## src/rtl/fetch_unit.sv

```systemverilog
// fetch_unit: instruction fetch stage with a single outstanding memory read.
// Holds the PC, buffers one instruction for the decoder, squashes wrong-path
// fetches when a branch resolves taken, and stops for good on an illegal op.
module fetch_unit #(
  parameter logic [31:0] RESET_PC = 32'h0000_0000
) (
  input  logic        clk,
  input  logic        rst_n,
  output logic        mem_req_valid,
  input  logic        mem_req_ready,
  output logic [31:0] mem_req_addr,
  input  logic        mem_rsp_valid,
  input  logic [31:0] mem_rsp_data,
  output logic        ins_valid,
  input  logic        ins_ready,
  output logic [31:0] ins,
  output logic [31:0] ins_pc,
  output logic [6:0]  op_code,
  output logic [2:0]  funct3,
  output logic [6:0]  funct7,
  input  logic        op_illegal,
  input  logic        br_valid,
  input  logic [1:0]  pc_imm,
  input  logic        alu_zero,
  input  logic [31:0] br_pc,
  input  logic [31:0] br_offset,
  output logic        halted,
  output logic        misalign
);

  localparam logic [31:0] NOP_WORD = 32'h0000_0013;

  typedef enum logic [1:0] {
    ST_REQ  = 2'd0,
    ST_WAIT = 2'd1,
    ST_FULL = 2'd2,
    ST_HALT = 2'd3
  } state_e;

  state_e      state_q,    state_d;
  logic [31:0] pc_q,       pc_d;
  logic        kill_q,     kill_d;
  logic [31:0] insWord_q,  insWord_d;
  logic [31:0] insPc_q,    insPc_d;
  logic        halted_q,   halted_d;
  logic        misalign_q, misalign_d;
  logic        started_q;

  logic        brCond;
  logic        brTaken;
  logic [31:0] brSum;
  logic [31:0] brTarget;
  logic        reqAccept;
  logic        insAccept;

  // Branch resolution: taken decision, word-aligned target and misalignment flag.
  always_comb begin
    brCond   = pc_imm[1] ? alu_zero : ~alu_zero;
    brTaken  = br_valid & pc_imm[0] & brCond & (state_q != ST_HALT);
    brSum    = br_pc + br_offset;
    brTarget = {brSum[31:2], 2'b00};
  end

  // Output decode; the request is held off for the first cycle out of reset,
  // and a taken branch suppresses the decode handshake on the wrong-path word.
  always_comb begin
    mem_req_valid = started_q & (state_q == ST_REQ);
    mem_req_addr  = pc_q;
    ins_valid     = (state_q == ST_FULL) & ~brTaken;
    ins           = insWord_q;
    ins_pc        = insPc_q;
    op_code       = insWord_q[6:0];
    funct3        = insWord_q[14:12];
    funct7        = insWord_q[31:25];
    halted        = halted_q;
    misalign      = misalign_q;
    reqAccept     = mem_req_valid & mem_req_ready;
    insAccept     = ins_valid & ins_ready;
  end

  // Next-state logic: fetch sequencing, redirect on taken branch, halt on illegal op.
  always_comb begin
    state_d    = state_q;
    pc_d       = pc_q;
    kill_d     = kill_q;
    insWord_d  = insWord_q;
    insPc_d    = insPc_q;
    halted_d   = halted_q;
    misalign_d = brTaken & (brSum[1:0] != 2'b00);

    unique case (state_q)
      ST_REQ: begin
        if (reqAccept) begin
          state_d = ST_WAIT;
          kill_d  = brTaken;
        end
        if (brTaken) begin
          pc_d = brTarget;
        end
      end

      ST_WAIT: begin
        if (brTaken) begin
          pc_d = brTarget;
          if (mem_rsp_valid) begin
            kill_d  = 1'b0;
            state_d = ST_REQ;
          end else begin
            kill_d  = 1'b1;
          end
        end else if (mem_rsp_valid) begin
          if (kill_q) begin
            kill_d  = 1'b0;
            state_d = ST_REQ;
          end else begin
            insWord_d = mem_rsp_data;
            insPc_d   = pc_q;
            pc_d      = pc_q + 32'd4;
            state_d   = ST_FULL;
          end
        end
      end

      ST_FULL: begin
        if (brTaken) begin
          pc_d    = brTarget;
          state_d = ST_REQ;
        end else if (insAccept) begin
          if (op_illegal) begin
            halted_d = 1'b1;
            state_d  = ST_HALT;
          end else begin
            state_d  = ST_REQ;
          end
        end
      end

      ST_HALT: begin
        state_d = ST_HALT;
      end

      default: begin
        state_d = ST_REQ;
      end
    endcase
  end

  // State registers with asynchronous active-low reset.
  always_ff @(posedge clk or negedge rst_n) begin
    if (!rst_n) begin
      state_q    <= ST_REQ;
      pc_q       <= RESET_PC;
      kill_q     <= 1'b0;
      insWord_q  <= NOP_WORD;
      insPc_q    <= 32'h0000_0000;
      halted_q   <= 1'b0;
      misalign_q <= 1'b0;
      started_q  <= 1'b0;
    end else begin
      state_q    <= state_d;
      pc_q       <= pc_d;
      kill_q     <= kill_d;
      insWord_q  <= insWord_d;
      insPc_q    <= insPc_d;
      halted_q   <= halted_d;
      misalign_q <= misalign_d;
      started_q  <= 1'b1;
    end
  end

endmodule

```

## config.mk

```make
export PLATFORM = sky130hd
export DESIGN_NAME = fetch_unit
export DESIGN_NICKNAME = d
export VERILOG_FILES = /design/src/rtl/fetch_unit.sv
export SDC_FILE = /design/constraint.sdc
export NUM_CORES = 1
export LEC_CHECK = 0
export CAP_MARGIN = 0
export CORE_ASPECT_RATIO = 1.75
export CORE_MARGIN = 10
export CORE_UTILIZATION = 41
export CTS_CLUSTER_DIAMETER = 30
export DETAILED_ROUTE_END_ITERATION = 7
export GPL_ROUTABILITY_DRIVEN = 0
export PLACE_DENSITY = 0.85
export SLEW_MARGIN = 15
export SYNTH_ARGS = -nofsm -noshare
export SYNTH_HDL_FRONTEND = slang
export SYNTH_SLANG_ARGS = --single-unit
```

## constraint.sdc

```tcl
create_clock -name clk -period 2.1 [get_ports clk]
set_input_delay 0.525 -clock clk [delete_from_list [all_inputs] [get_ports clk]]
set_output_delay 0.525 -clock clk [all_outputs]
set_load 0.005 [all_outputs]
```

**Signal wires by layer**

Only two layers are drawn.
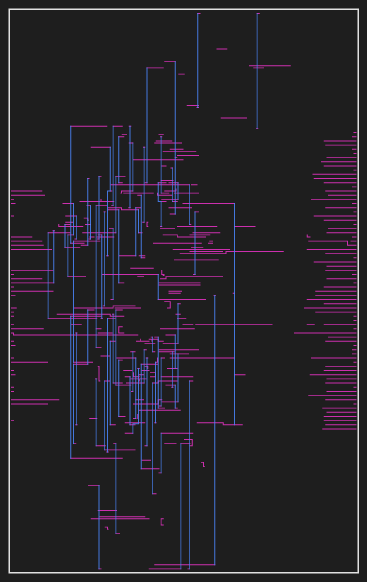
M3: marked magenta, wire length 1970 um. M4: marked blue, wire length 1750 um.
average wire per standard cell: 20.2 um
total wirelength of the detailed-routed design: 26800 um
via count: 7640

**Metal 2**

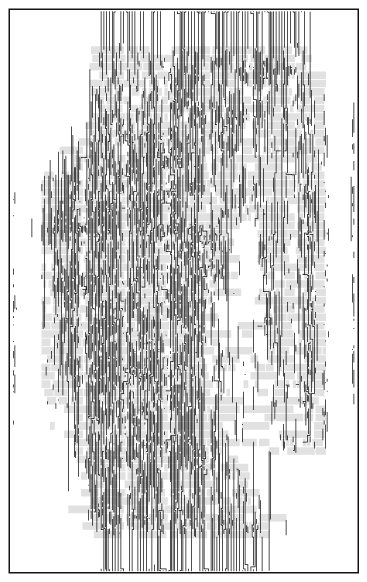
1146 nets have wire on it. The wires run mostly vertical.
GRT met2 Usage: 41.6%

**Met4 routing**

Bar = 20 um.
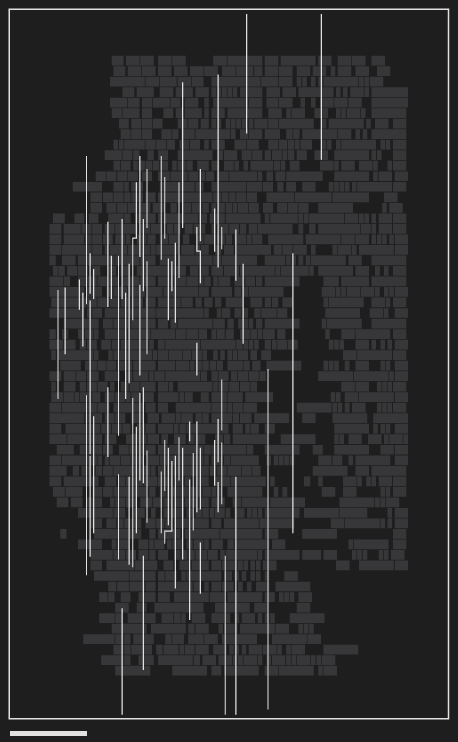
68 nets have wire on it. The longest straight run is 87.7 um.

**Clock routing**

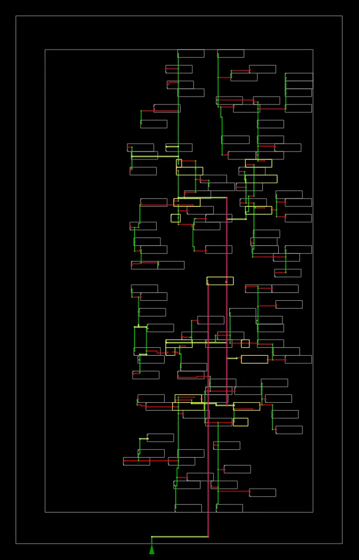
clock latency on the worst-skew pair: 0.34 ns
total of clock buffers placed in the layout: 10

**Cells by drive strength**

Bar = 20 um.
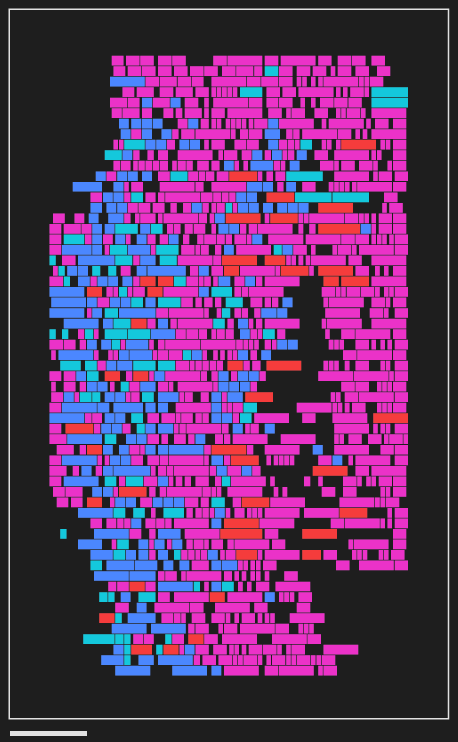
x6 and larger: marked red, cells 45, share 3.9%, most used buf_6. x3 and x4: marked blue, cells 214, share 19%, most used buf_4. x2: marked cyan, cells 83, share 7.3%, most used a21oi_2. x1 and smaller: marked magenta, cells 802, share 70%, most used nand2_1.

==> impl.org <==
* Flow results

** Run status
- The flow ran to the end, but the final reports show violations.
- Violations in the final reports :: setup timing

** Floorplan
- Die X :: approximately 110 um
- In this run the count of I/O pins placed on the die edge is about 220.
- Initial core utilization :: a little over two fifths
- Die ar. :: 20700 um2
- Well-Tap Cells :: ~180
- Row generation in the floorplan step produced between 50 and 60 rows.

** Power
- Worst IR Drop VDD :: between 0.4 and 0.5 mV
- Total power divided by cell area :: around 1100 nW/um2
- Total internal power :: ~7600 uW
- Summing internal, switching and leakage power gives between 10000 and 15000 uW.
- Of the total power, the share spent switching nets is a little under two fifths.
- The flow reports that the clock network draws between 10% and 20% of the design power.
- Sequential cells burn 29.2% of the power.
- In this run, power in flip-flops and latches comes to between 3000 and 4000 uW.
- Switching power :: approximately 4400 uW

** Critical path
- Register-to-Register Setup Slack :: -0.14 ns
- Along the worst path, the maximum fanout reaches 3.
- Reg2Reg Launch Point :: mem_req_addr[2]
- Critical path buffers and inverters :: 1
- Capturing point of the worst reg2reg path :: mem_req_addr[31]
- Crit path capture type :: flip-flop
- For this design, the slowest cell found on the critical path is fa_2.
- In this design, the stage delay of the slowest critical-path cell is 0.38 ns.
- According to the timing report, the critical path is launched from br_pc[0].
- CP cell instances :: buf_8, ha_4, fa_2, a21oi_4, nor3b_2, o211a_1, o2111ai_4, nand2_2, o41a_1, nor4_1, nor3_1
- Required arrival time at the worst endpoint :: 2.32 ns

** Finish
- Final clock-cell share :: under 10%
- In the final layout, flip-flops and latches take up ~22% of the cell area.
- Leaving out fill and tap cells, the most frequent cells in the layout are 220 x nand2_1, 161 x clkdlybuf4s50_1, 155 x buf_4, 93 x dfrtp_1, 47 x a21oi_1.
- Antenna diode instance count :: 1
- Summing all non-filler instances in the final layout gives an area of between 10000 and 15000 um2.
- Per the layout area report, the register area comes to roughly 2500 um2.
- The layout summary lists the proportion of cells stronger than drive strength 1 as roughly 30%.
- Data buffer area share :: between 30% and 40%
- There are approximately 98 flip-flops and latches.
- Inverter count of the layout excluding clock inverters :: 10
- Number of non-clock buffers in the layout :: approximately 400
- After the last flow step, the layout net total stands at roughly 1300.
- Comb area share :: approximately two fifths
- Final cell utilization of the core :: 74.0%
- Logic area :: about 4300 um2
- Finished Layout Cells :: between 1000 and 1500
- Between the synthesized netlist and the finished layout, the area growth was recorded as 77.1%.

** Drt
- Total length of routed met2 wires :: 14200 um
- Iteration count of the initial detailed-routing pass :: 8
- The routed design uses 1970 um of met3 wire.
- Per the log, the first TritonRoute iteration ended with a DRC count of between 600 and 700.
- DRC errors left :: 0
- In the final routing, the length of wire on met1 measures 8860 um.
- The routed design shows a via density per instance of 5.75.

** Yosys
- Fraction of the mapped netlist area in compound gates :: around 20%
- The synthesized instance count is between 700 and 800.
- Yosys mapped the design onto slightly above 60 distinct sky130hd cell types.
- Sorting the synthesized cells by how often they occur yields 231 x nand2_1, 95 x dfrtp_1, 64 x a21oi_1, 49 x nor2_1, 32 x ha_1.
- By area the synthesized netlist is led by dfrtp_1 38%, nand2_1 14%, ha_1 6.4%.
- Per the synthesis report, the adder-cell share of the synthesized area is under 10%.
- Yosys reg bits :: 98
- The commonest register cell is dfrtp_1.
- Syn. warnings :: 0
- Fraction of synthesis flops using an asynchronous set or reset pin :: 100%
- Mux share of post-synthesis cell area :: less than 1%
- Sequential elements use between 30% and 40% of the synthesized area.
- Top logic cell family in the synthesized netlist :: simple AND/OR/NAND/NOR gates

** STA
- Slew Limit Fails :: 0
- The pin closest to its max-slew limit shows a slew of approximately 0.5 ns.
- Per the finish-stage timing summary, setup violations number 25.
- Final hold violation count :: 0
- PnR worst setup slack :: -0.486 ns
- F_max :: approximately 390 MHz
- Worst max-slew margin expressed relative to the limit :: around two thirds

** Placed design
- Input and output buffers added on the ports amount to 218.
- Summing all placed instances gives a cell area of a little under 10000 um2.
- Placed cell count :: 1284
- After legalization and detailed placement, the total HPWL measured 18000 um.
- Worst setup slack after placement :: -1.11 ns

** Clocking
- Per the CTS log, the buffer count on the longest clock path is 2.
- The H-tree generated during clock tree synthesis spans 3 levels.
- The number of clock buffers added by TritonCTS is 9.
- The clock drives 98 sinks.
- Clock-pin slew of the registers on the worst-case setup and hold paths :: approximately 0.070 ns
- TritonCTS clock tree :: done

** GRT
- Met3 track demand over resource :: under 10%
- All-Layer GR Usage :: 22.2%
- M1 GR Usage :: between 20% and 30%

** Min path
- Worst hold path class :: input pin to async pin
Power figures rest on the tool's default switching activity, not on a simulated workload.
